==> config.mk <==
export PLATFORM = sky130hd
export DESIGN_NAME = fetch_unit
export DESIGN_NICKNAME = d
export VERILOG_FILES = /design/src/rtl/cpu_pkg.sv /design/src/rtl/fetch_fifo.sv /design/src/rtl/fetch_unit.sv
export SDC_FILE = /design/constraint.sdc
export NUM_CORES = 1
export LEC_CHECK = 0
export ABC_AREA = 1
export CAP_MARGIN = 20
export CORE_MARGIN = 10
export CORE_UTILIZATION = 37
export DETAILED_ROUTE_END_ITERATION = 10
export HOLD_SLACK_MARGIN = 0.12
export SETUP_SLACK_MARGIN = 0.4
export SLEW_MARGIN = 5
export SYNTH_ARGS = -nofsm -noshare
export SYNTH_HDL_FRONTEND = slang
export SYNTH_SLANG_ARGS = --single-unit
==> constraint.sdc <==
create_clock -name clk -period 6.4 [get_ports clk]
set_input_delay 1.92 -clock clk [delete_from_list [all_inputs] [get_ports clk]]
set_output_delay 1.92 -clock clk [all_outputs]
set_load 0.02 [all_outputs]
==> src/rtl/cpu_pkg.sv <==
// Shared constants and types for the CPU front end (fetch unit and its queue).
package cpu_pkg;

    localparam int          INSTR_W_DEF  = 32;
    localparam logic [63:0] RESET_PC_DEF = 64'h0;
    localparam logic [5:0]  OP_B         = 6'b000101;

    typedef enum logic {
        FETCH_RUN,
        FETCH_DRAIN
    } fetch_state_t;

endpackage

==> src/rtl/fetch_fifo.sv <==
// Power-of-two fetch queue with synchronous flush; pop of an empty queue is ignored.
module fetch_fifo #(
    parameter  int DEPTH = 4,
    parameter  int WIDTH = 32,
    localparam int CW    = $clog2(DEPTH) + 1
) (
    input  logic             clk,
    input  logic             reset,
    input  logic             flush,
    input  logic             push,
    input  logic [WIDTH-1:0] wdata,
    input  logic             pop,
    output logic [WIDTH-1:0] rdata,
    output logic             empty,
    output logic [CW-1:0]    count
);

    localparam int AW = $clog2(DEPTH);

    logic [WIDTH-1:0] mem [DEPTH];
    logic [AW-1:0]    rd_ptr;
    logic [AW-1:0]    wr_ptr;
    logic             full;
    logic             do_push;
    logic             do_pop;

    assign full    = (count == CW'(DEPTH));
    assign empty   = (count == '0);
    assign do_pop  = pop && !empty;
    // A simultaneous pop frees the slot, so a full queue can still accept a push.
    assign do_push = push && (!full || pop);
    assign rdata   = mem[rd_ptr];

    always_ff @(posedge clk) begin
        if (do_push && !flush) begin
            mem[wr_ptr] <= wdata;
        end
    end

    always_ff @(posedge clk) begin
        if (reset || flush) begin
            rd_ptr <= '0;
            wr_ptr <= '0;
            count  <= '0;
        end else begin
            if (do_push) begin
                wr_ptr <= wr_ptr + AW'(1);
            end
            if (do_pop) begin
                rd_ptr <= rd_ptr + AW'(1);
            end
            count <= count + CW'(do_push) - CW'(do_pop);
        end
    end

endmodule

==> src/rtl/fetch_unit.sv <==
// Instruction fetch: PC, single-outstanding imem request, kill FSM, fetch queue.
// Optional static B prediction is enabled by defining FETCH_PREDICT_EN.
module fetch_unit
    import cpu_pkg::*;
#(
    parameter int                ADDR_W   = 64,
    parameter int                INSTR_W  = INSTR_W_DEF,
    parameter int                DEPTH    = 4,
    parameter logic [ADDR_W-1:0] RESET_PC = ADDR_W'(RESET_PC_DEF)
) (
    input  logic               clk,
    input  logic               reset,
    output logic               imem_req,
    output logic [ADDR_W-1:0]  imem_addr,
    input  logic [INSTR_W-1:0] imem_data,
    input  logic               redirect_valid,
    input  logic [ADDR_W-1:0]  redirect_pc,
    output logic               out_valid,
    input  logic               out_ready,
    output logic [INSTR_W-1:0] out_instr,
    output logic [ADDR_W-1:0]  out_pc,
    output logic               out_pred
);

    localparam int CW = $clog2(DEPTH) + 1;
`ifdef FETCH_PREDICT_EN
    localparam int EW = INSTR_W + ADDR_W + 1;
`else
    localparam int EW = INSTR_W + ADDR_W;
`endif

    fetch_state_t      state;
    fetch_state_t      state_next;
    logic [ADDR_W-1:0] pc;
    logic [ADDR_W-1:0] pc_next;
    logic [ADDR_W-1:0] inflight_pc;
    logic [ADDR_W-1:0] redirect_target;
    logic [ADDR_W-1:0] branch_target;
    logic              inflight;
    logic              issue;
    logic              push;
    logic              pop;
    logic              take_branch;
    logic              fifo_empty;
    logic [CW-1:0]     fifo_count;
    logic [CW:0]       occupancy;
    logic [EW-1:0]     wdata;
    logic [EW-1:0]     rdata;

    assign redirect_target = redirect_pc & ~ADDR_W'(3);
    assign occupancy       = {1'b0, fifo_count} + (CW+1)'(inflight);
    assign issue           = !reset && !redirect_valid && (occupancy < (CW+1)'(DEPTH));
    // The response arriving during DRAIN belongs to a killed request.
    assign push            = inflight && (state == FETCH_RUN) && !redirect_valid;
    assign out_valid       = !fifo_empty && !reset;
    assign pop             = out_valid && out_ready;
    assign imem_req        = issue;
    assign imem_addr       = pc;

`ifdef FETCH_PREDICT_EN
    logic stored_pred;

    assign take_branch   = push && (imem_data[31:26] == OP_B);
    assign branch_target = inflight_pc + {{(ADDR_W-28){imem_data[25]}}, imem_data[25:0], 2'b00};
    assign wdata         = {take_branch, inflight_pc, imem_data};
    assign {stored_pred, out_pc, out_instr} = rdata;
    assign out_pred      = out_valid && stored_pred;
`else
    assign take_branch   = 1'b0;
    assign branch_target = '0;
    assign wdata         = {inflight_pc, imem_data};
    assign {out_pc, out_instr} = rdata;
    assign out_pred      = 1'b0;
`endif

    fetch_fifo #(
        .DEPTH (DEPTH),
        .WIDTH (EW)
    ) u_fifo (
        .clk   (clk),
        .reset (reset),
        .flush (redirect_valid),
        .push  (push),
        .wdata (wdata),
        .pop   (pop),
        .rdata (rdata),
        .empty (fifo_empty),
        .count (fifo_count)
    );

    // External redirect outranks an internal prediction made in the same cycle.
    always_comb begin
        pc_next    = pc;
        state_next = FETCH_RUN;
        if (issue) begin
            pc_next = pc + ADDR_W'(4);
        end
        if (redirect_valid) begin
            pc_next = redirect_target;
            if (inflight) begin
                state_next = FETCH_DRAIN;
            end
        end else if (take_branch) begin
            pc_next = branch_target;
            if (issue) begin
                state_next = FETCH_DRAIN;
            end
        end
    end

    always_ff @(posedge clk) begin
        if (reset) begin
            state       <= FETCH_RUN;
            pc          <= RESET_PC;
            inflight    <= 1'b0;
            inflight_pc <= RESET_PC;
        end else begin
            state    <= state_next;
            pc       <= pc_next;
            inflight <= issue;
            if (issue) begin
                inflight_pc <= pc;
            end
        end
    end

endmodule

==> flow_summary.yaml, run 1 <==
# implementation run metrics
floorplanning:
  die_w_um: 261
  num_rows: 88
  fp.dieH_um: 261
power:
  pwr-share-comb_pct: 6.4
  p_seq_share_pct: 49.4
  internal_power_mw: 5.87
  irDropWorstVdd_mv: 0.201
cells_and_area:
  final_cells: 3158
  drive_above_1_share_pct: 7.52
  layout_top_cell: "edfxtp_1"
placed_design:
  pre_cts_ws_ns: 1.21
  dp.cells: 3056
  io_buffers: 255
  dp_hpwl_um: 41100
  dpl-instance-area_mm2: 0.0248
synthesis:
  async_reset_ff_share_pct: 0
  yosys_cells: 2120
  ys_sh_adder_pct: 0.559
  ys_sh_simple_pct: 17.3
  synthFlopType: "edfxtp_1"
  synth_area_per_cell_um2: 10.1
  ys_types: 39
  synth.cell_area_mm2: 0.0215
  yosys-stat-area_mm2: 0.0215
  xor_area_share_pct: 0.815
  ys_warn_count: 0
  ys.flops: 511
  edf_count: 376
  syn_inst: 2120
setup_path:
  rr_endpoint: "u_fifo.mem[1][9]"
  r2r.worst_path.cells: 7
  cp_slowest_cell: "inv_2"
  crit_arrival_ns: 3.31
  reg2reg_slack_ns: 3.71
  worstSetupPathType: "flip-flop to primary output"
  cp_data_required_time_ns: 4.48
  end_kind: "primary output"
  worstReg2RegStart: "u_fifo.count[1]"
  crit_buf_inv: 3
clock_tree:
  clk_latency_ns: 0.60
  root_buffer: "clkbuf_16"
  clockBufferDepth: 3
  path_clk_slew_ns: 0.06
  cts_tree: "done"
route:
  avgRoutedWirePerCell_um: 19.5
  wl_um: 61500
  vias: 16000
  met2_length_um: 28100
  wl_met1_um: 27300
  vias_per_cell: 5.06
  routed.top_layer: "met4"
  first_pass_iters: 6
final_timing:
  grt_setup_unrepaired: "no"
  tightest_slew_ns: 0.911
  min_period_over_period_pct: 81.8
  hold-worst-slack_ns: 0.500
  setup_tns_ns: 0
job:
  drv_cap: 0
min_path:
  hold_class: "flip-flop to flip-flop"
outcome:
  outcome: "complete, no violations"
grt:
  grt_pass1_vias: 15400
[run 1: sequential cells by signal, summed over array words and instances, names as in the netlist, named ones only]
name,flops
imem_addr,62
inflight,1
inflight_pc,62
state,1
u_fifo.count,3
u_fifo.mem,376
u_fifo.rd_ptr,2
u_fifo.wr_ptr,2
[run 1: per-layer routing]
layer  track usage (%)  up-vias
li1                  -     7731
met4              5.22        0
met1              23.3     7672
met3              4.37       85
met5                 0        -
met2              27.9      501
[run 1: worst min-delay path, delay by kind of cell, from the launching register on]
kind                   cells  cell delay, ns
buffers and inverters      1            0.09
DFF                        1            0.29
AOI/OAI and AO/OA          1            0.07
[run 1: layout make-up]
cell class                      instances  area [um^2]
Sequential cell                       511        14000
Clock inverter                         38          444
Inverter                              165          623
Clock buffer                           64         1490
Tap cell                              765          957
Multi-Input combinational cell       1334         6400
Fill cell                            5234        30800
Timing Repair Buffer                  281         2810
[run 1: cell usage after synthesis, types with 6 or more instances]
cell      instances  area share (%)
o21ai_0         258             6.0
ha_1              8            0.47
nor2_2           14            0.41
nor2_4           13            0.68
nor3_1           29            0.68
buf_2            38            0.88
a21oi_1          61             1.4
o22ai_1          94             2.7
nor2_1          378             6.6
buf_4             6            0.21
a31oi_1           9            0.26
clkbuf_1         64             1.1
nand3_1          86             2.0
dfxtp_1         135              13
nand2_1         296             5.2
nand2_2          12            0.35
edfxtp_1        376              53
xor2_1           19            0.77
nand4_1          13            0.38
o21ai_1           9            0.21
nand3b_1          7            0.24
inv_1           156             2.7
[run 1: power groups by stage]
stage	clock [mW]	sequential [mW]	combinational, mW
final	3.34	3.73	0.484
after global routing	3.54	3.74	0.530
after CTS	3.41	3.73	0.488
after detailed placement	0	3.80	0.485
after global placement	0	3.79	0.481
after floorplan	0	3.79	0.224
Run 1, cell classes on the final placement:
Bar = 100 um.
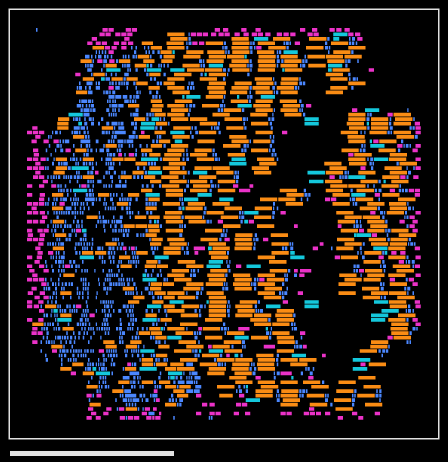
legend:
  blue:
    class: combinational and other logic
    cells: 1499
    share_of_their_area: 27%
  magenta:
    class: other buffers and delay cells
    cells: 281
    share_of_their_area: 11%
  orange:
    class: flops
    cells: 511
    share_of_their_area: 54%
  cyan:
    class: clock drivers and dummy loads
    cells: 102
    share_of_their_area: 7.5%
design area: 0.0267 mm^2
floorplan core area: 0.0576 mm^2

Run 1, PDN straps and rails:
Pins as bars on the die edge. Tap cells in grey.
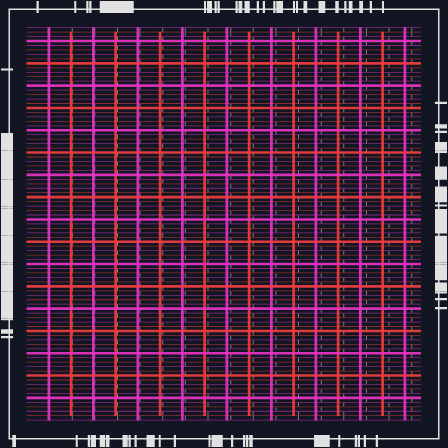
legend:
  magenta:
    net: VSS
  red:
    net: VDD
met5 straps: 17
met1 rails: 89
signal pins: 263
met4 straps: 17
tap cells: 765

Run 1, track usage over the die:
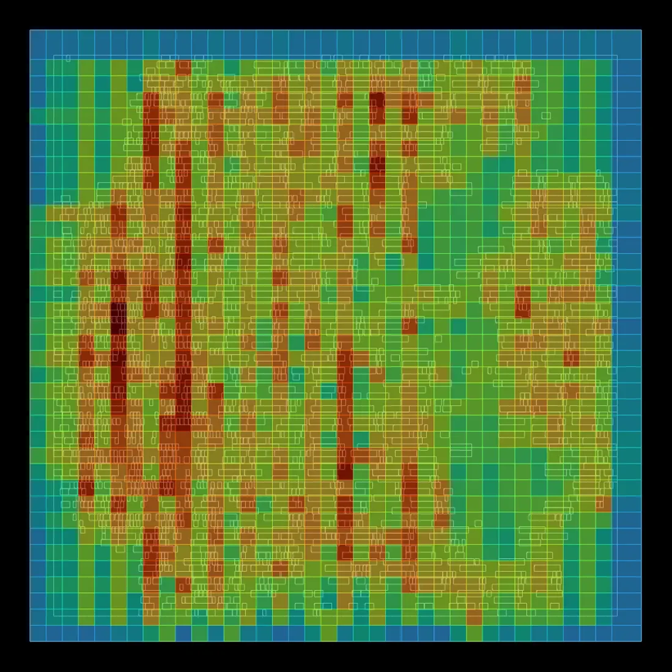
fin util: 46.4%
GRT Util Overall: 17.5%
GR Util met1: 23.3%
grt met2 use: 27.9%
met3 usage: 4.37%

==> run 2, diff against run 1 <==
==> constraint.sdc (replaced) <==
create_clock -name clk -period 4.4 [get_ports clk]
set_input_delay 1.32 -clock clk [delete_from_list [all_inputs] [get_ports clk]]
set_output_delay 1.32 -clock clk [all_outputs]
set_load 0.02 [all_outputs]
Run 2, PDN straps and rails:
Pins as bars on the die edge. Tap cells in grey.
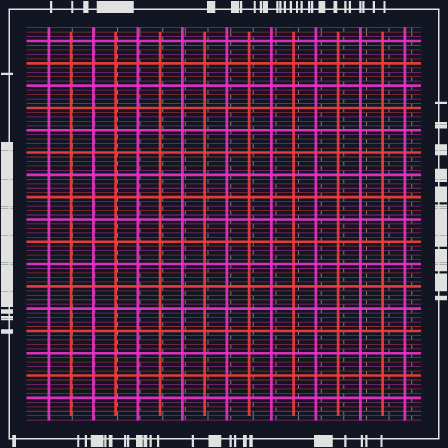
legend:
  red:
    net: VDD
  magenta:
    net: VSS
met4 straps: 17
rows: 88
met5 straps: 17
Die Ht: 261 um
Max VDD drop: 0.253 mV
die width: 261 um

Run 2, routed clock nets over the placement:
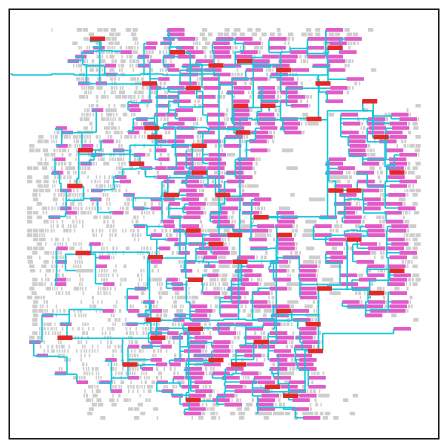
legend:
  red:
    item: clock drivers
    count: 54
  magenta:
    item: flip-flops
    count: 511
  cyan:
    item: clock wires
    length: 6250 um
routed clock nets: 55
Late-Pin Clk Latency: 0.60 ns
clk_skew: 0.0154 ns
Clk pwr share: 42.5%

==> run 2 against run 1 <==
Clock power increased by 36%. Via count up 0.16%. Setup slack got worse by 0.68 ns. Cell count is 0.41% higher. Synthesized cell count stayed put. Final area up 1.2%. Area after synthesis unchanged.
==> flow_summary.yaml, run 2 <==
# implementation run metrics
setup_path:
  reg2reg_slack_ns: 1.82
  cp_data_required_time_ns: 3.08
  worstReg2RegStart: "u_fifo.count[1]"
  cp-start-kind: "flip-flop"
  worstSetupPathType: "flip-flop to primary output"
  crit_fanout: 47
  end_kind: "primary output"
  crit_arrival_ns: 2.59
  rr_endpoint: "imem_addr[6]"
  r2r.worst_path.cells: 11
  endpoint: "out_pc[49]"
synthesis:
  synth_top_cell_by_count: "nor2_1"
  synthTopCellsByArea: "edfxtp_1 (53%), dfxtp_1 (13%), nor2_1 (6.6%)"
  async_reset_ff_share_pct: 0
  yosys_cells: 2120
  synth_seq_share_pct: 65.1
  ys.flops: 511
  synth_area_per_cell_um2: 10.1
  yosys-stat-area_mm2: 0.0215
  synth_top_cell_by_area: "edfxtp_1"
  edf_count: 376
  synthTopCellsByCount: "nor2_1 (378), edfxtp_1 (376), nand2_1 (296), o21ai_0 (258), inv_1 (156)"
  ys_types: 39
  synth.cell_area_mm2: 0.0215
  ys_warn_count: 0
  top_area_share_pct: 52.5
  syn_inst: 2120
  synthFlopType: "edfxtp_1"
placed_design:
  dp_hpwl_um: 42700
  dpl-instance-area_mm2: 0.0251
  gp_congestion: 0.901
  pre_cts_ws_ns: 0.415
  io_buffers: 255
  dp.cells: 3067
final_timing:
  setup_ws_ns: 0.486
  hold_violations: 0
  setup_violations: 0
  slew_headroom_pct: 30.6
  finalCriticalPeriod_ns: 3.91
  min_period_over_period_pct: 89.0
  grt_setup_unrepaired: "no"
  hold-worst-slack_ns: 0.494
  setup_tns_ns: 0
  finalMaxSlewViolations: 0
  fmax_mhz: 255
  tightest_slew_ns: 1.04
power:
  p_total_mw: 10.7
  power_density_mw_per_mm2: 395
  p_leak_nw: 9.73
grt:
  grt_pass1_wl_um: 95300
  grt_max_degree: 75
  grt_overflow_total: 0
  antenna_found_initial: 0
  track_usage_pct: 18.1
  grt_pass1_vias: 15600
cells_and_area:
  drive_above_1_share_pct: 8.85
  largest-register: "u_fifo.mem"
  design_area_mm2: 0.0271
  largest_reg_flops: 376
  nFillCells: 5233
  final_cells: 3171
  nets: 2472
  layout_top_cell: "edfxtp_1"
  area_growth_pct: 25.9
  layout_top_cells: "edfxtp_1 (376), nor2_1 (374), nand2_1 (296), o21ai_0 (258), clkdlybuf4s50_1 (216)"
  diodes: 0
  logic_area_mm2: 0.00641
  sequential_cell_area_mm2: 0.0140
route:
  vias: 16000
  wl_um: 63600
  first_pass_iters: 5
  avgRoutedWirePerCell_um: 20.0
  drc: 0
  ant_nets: 0
  drt-initial-drc-count: 1282
  vias_per_cell: 5.05
floorplanning:
  core_area_mm2: 0.0576
  die_area_mm2: 0.0681
  io_pins: 263
  num_rows: 88
  fp-utilization_pct: 37.3
clock_tree:
  cts_sinks: 511
  cts_buffers: 54
  root_buffer: "clkbuf_16"
  clockBufferDepth: 3
  ctsHoldBuffers: 0
  path_clk_slew_ns: 0.06
  cts_tree: "done"
  cts_htree_levels: 2
min_path:
  hold_path.startpoint: "inflight_pc[20]"
  hold-path-cell-count: 0
  worstHoldEndpoint: "u_fifo.mem[3][52]"
  hold_class: "flip-flop to flip-flop"
job:
  drv_cap: 0
  warnings: 32
outcome:
  outcome: "complete, no violations"
Run 2, track usage over the die:
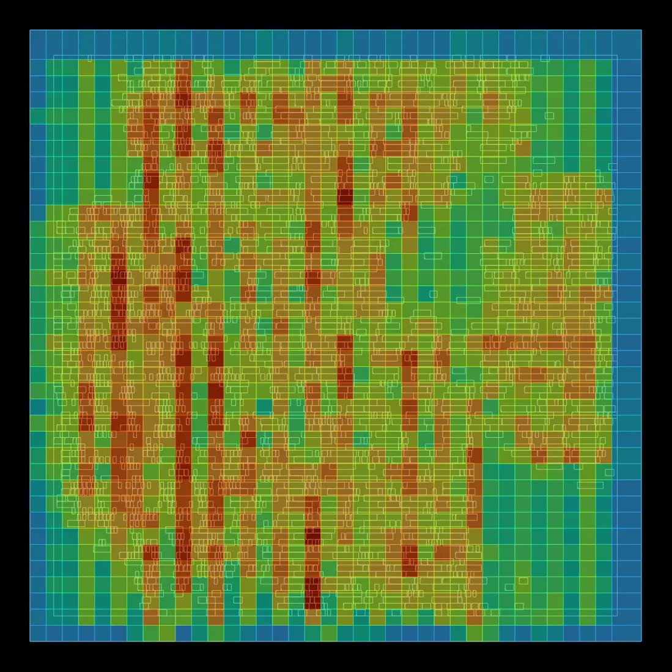
met3 usage: 4.07%
fin util: 47.0%
layer with the highest usage: met2

run 2: cell count changes in the layout (fill, tap and decap cells not counted), moves of 2 or more:
cell / before / now
dlymetal6s2s_1: 0 / 10
buf_12: 6 / 29
clkinvlp_4: 8 / 6
clkbuf_16: 58 / 55
buf_6: 0 / 4
clkbuf_1: 4 / 11
bufinv_16: 9 / 6
buf_4: 20 / 28
buf_16: 0 / 2
clkdlybuf4s50_1: 253 / 216
buf_8: 0 / 4
run 2: layout make-up:
cell class / instances / area share, %
flip-flops and latches: 511 / 51.8
multi-input cells: 1334 / 23.7
repair buffers: 297 / 12.2
clock buffers: 68 / 5.34
well taps: 765 / 3.54
inverters: 165 / 2.34
clock inverters: 31 / 1.17
run 2: power breakdown:
part	internal, mW	total (mW)	switching [mW]
clock network	2.67	4.54	1.87
logic	0.309	0.728	0.418
registers	5.29	5.42	0.138
run 2: timing repair:
action                                  CTS  global route
setup buffers                             2             2
gates resized                            13            14
endpoints found under the setup margin   65            18
cloned                                    1             0
run 2: worst max-delay path: stages (launching register included):
cell and delay, ns:
dfxtp_4 0.43, inv_8 0.23, buf_12 0.26, o21ai_0 0.11
o22ai_1 0.26, clkdlybuf4s50_1 0.68
run 2: layer usage:
| metal | routed length [um] | share of wire, % | GRT usage (%) | up-vias |
|---|---|---|---|---|
| met5 | 0 | 0 | 0 | - |
| met4 | 1350 | 2.1 | 4.75 | 0 |
| met3 | 4520 | 7.1 | 4.07 | 88 |
| met2 | 29400 | 46 | 29.0 | 500 |
| met1 | 28300 | 44 | 24.6 | 7664 |
| li1 | - | - | - | 7762 |
run 2: cells by family after synthesis:
logic type / share of synthesized area [%]
AOI/OAI and AO/OA: 10.9
xor gates and xnor gates: 0.815
adders and majority gates: 0.559
buffers and inverters: 5.31
DFF: 65.1
other: 0.0174
and+or+nand+nor: 17.3
==> run 3, diff against run 2 <==
--- a/config.mk
+++ b/config.mk
@@ -9,6 +9,7 @@
 export CAP_MARGIN = 20
 export CORE_MARGIN = 10
 export CORE_UTILIZATION = 37
+export CTS_CLUSTER_SIZE = 10
 export DETAILED_ROUTE_END_ITERATION = 10
 export HOLD_SLACK_MARGIN = 0.12
 export SETUP_SLACK_MARGIN = 0.4
Run 3, cell classes on the final placement:
Bar = 100 um.
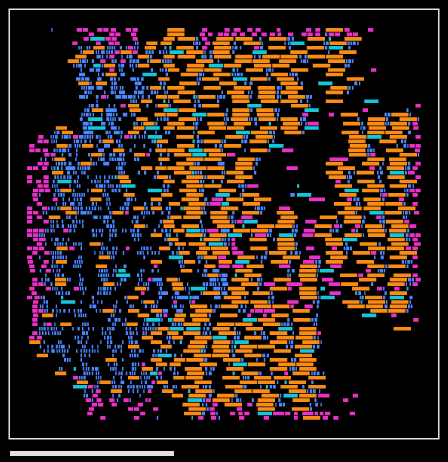
legend:
  orange:
    class: flops
    cells: 511
    share_of_their_area: 54%
  cyan:
    class: clock drivers and dummy loads
    cells: 97
    share_of_their_area: 6.7%
  magenta:
    class: other buffers and delay cells
    cells: 298
    share_of_their_area: 13%
  blue:
    class: combinational and other logic
    cells: 1499
    share_of_their_area: 27%

Run 3, routed clock nets over the placement:
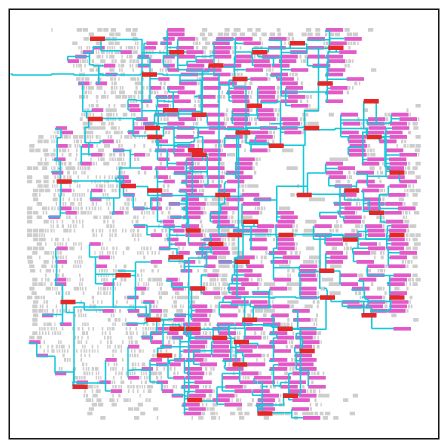
legend:
  red:
    item: clock drivers
    count: 60
  magenta:
    item: flip-flops
    count: 511
  cyan:
    item: clock wires
    length: 6360 um
routed clock nets: 61

==> run 3 against run 2 <==
Cell count about the same. Combinational power hardly changed. Worst hold slack better by 0.0066 ns. Clock power decreased by 1%. Sequential power barely moved. Flip-flop count unchanged. Utilization about the same. Sequential share of layout area about the same. First-iteration DRC count is 12% lower. Wire length barely moved. Clock-buffer cell count up 19. Largest cell class unchanged. Largest power group unchanged. Highest routed layer unchanged.
==> flow_summary.yaml, run 3 <==
# implementation run metrics
clock_tree:
  path_clk_slew_ns: 0.06
  clk_latency_ns: 0.62
  cts_htree_levels: 2
  cts_sinks: 511
  root_buffer: "clkbuf_16"
  ctsHoldBuffers: 0
  cts_buffers: 60
grt:
  grt_overflow_total: 0
  grt_max_degree: 75
  grt_pass1_wl_um: 95400
  grt_pass1_vias: 15700
  busiest_layer: "met2"
synthesis:
  ys.flops: 511
  synth_seq_share_pct: 65.1
  aoi_share_pct: 10.9
  muxShareOfSynthArea_pct: 0
  ys_sh_adder_pct: 0.559
  synth_top_cell_by_count: "nor2_1"
  topCombFamilyByArea: "simple AND/OR/NAND/NOR gates"
  ys_types: 39
  yosys_cells: 2120
  yosys-stat-area_mm2: 0.0215
  edf_count: 376
  synthFlopType: "edfxtp_1"
  syn_inst: 2120
  synth.cell_area_mm2: 0.0215
  top_area_share_pct: 52.5
  async_reset_ff_share_pct: 0
power:
  p_total_mw: 10.6
  power_density_mw_per_mm2: 393
  irDropWorstVdd_mv: 0.327
placed_design:
  io_buffers: 255
  gp_congestion: 0.901
final_timing:
  fin_skew_ns: 0.0164
  setup_violations: 0
  finalCriticalPeriod_ns: 3.90
  finalMaxSlewViolations: 0
  hold_violations: 0
  slew_headroom_pct: 29.9
route:
  first_pass_iters: 5
  ant_nets: 0
  drt-initial-drc-count: 1122
  avgRoutedWirePerCell_um: 20.1
  wl_um: 63600
  drc: 0
  vias: 16000
floorplanning:
  num_rows: 88
  die_area_mm2: 0.0681
  fp.dieH_um: 261
cells_and_area:
  layout_top_cells: "edfxtp_1 (376), nor2_1 (374), nand2_1 (296), o21ai_0 (258), clkdlybuf4s50_1 (220)"
  drive_above_1_share_pct: 8.69
  nets: 2479
  layout_top_cell: "edfxtp_1"
setup_path:
  cp_data_required_time_ns: 3.08
  worstSetupPathType: "flip-flop to primary output"
  end_kind: "primary output"
  crit_fanout: 31
job:
  drv_cap: 0
  warnings: 34
min_path:
  hold_class: "flip-flop to flip-flop"
outcome:
  outcome: "complete, no violations"
Run 3, track usage over the die:
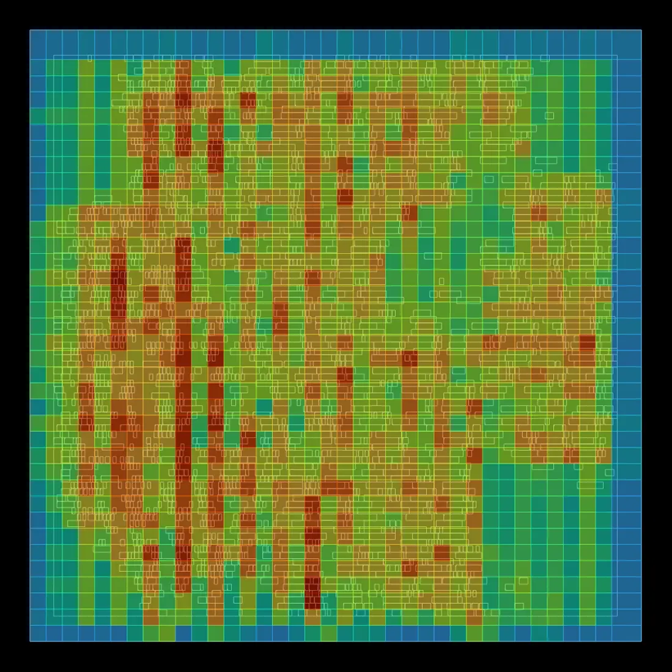
grt met2 use: 29.2%
fin util: 47.0%
GR Util met1: 24.5%
GRT Util Overall: 18.2%
met3 usage: 4.14%

## run 3: cell type report
cell class | instances | area [um^2]
clock buffers | 87 | 1660
clock inverters | 10 | 80.1
fillers | 5227 | 30500
inverters | 165 | 638
multi-input cells | 1334 | 6410
flip-flops and latches | 511 | 14000
well taps | 765 | 957
repair buffers | 298 | 3290
## run 3: path summary, 6_finish.rpt
kind | from | endpoint | slack [ns] | depth (start not counted)
max | flip-flop | out_instr[4] | 0.50 | 5
min reg2reg | inflight_pc[20] | u_fifo.mem[2][52] | 0.50 | 0
min | inflight_pc[20] | u_fifo.mem[2][52] | 0.50 | 0
max reg2reg | u_fifo.count[1] | imem_addr[6] | 1.81 | 11
## run 3: repair_timing
item                       4_1_cts  5_1_grt
gates resized                   14       11
setup endpoints to repair       67       24
hold endpoints to repair         0        0
buffers inserted                 2        3
cloned                           1        0
## run 3: power breakdown
group          switching (mW)  total (mW)  internal [mW]
logic                   0.419       0.728          0.309
registers               0.138        5.43           5.29
clock network            1.85        4.48           2.63
total                    2.40        10.6           8.23
## run 3: worst max-delay path: stages (launching register included)
cell	delay, ns
dfxtp_4	0.45
inv_6	0.22
buf_8	0.25
o21ai_0	0.15
o22ai_1	0.23
clkdlybuf4s50_1	0.66
## run 3: through the flow
step	hold slack, ns	TNS, ns	worst slack (ns)	cell area (um^2)
3_3_place_gp	0.467	0	0.396	25100
5_1_grt	0.531	0	0.374	27000
2_1_floorplan	0.455	-121.13	-0.322	21500
6_report	0.500	0	0.499	27000
4_1_cts	0.499	0	0.396	27000
3_5_place_dp	0.490	0	0.415	25100
## run 3: metal layers
metal  vias to the layer above  wire (um)
li1                       7759          -
met1                      7671      28200
met2                       521      29500
met3                        79       4570
met4                         0       1360
met5                         -          0
Power and IR drop assume default switching activity.
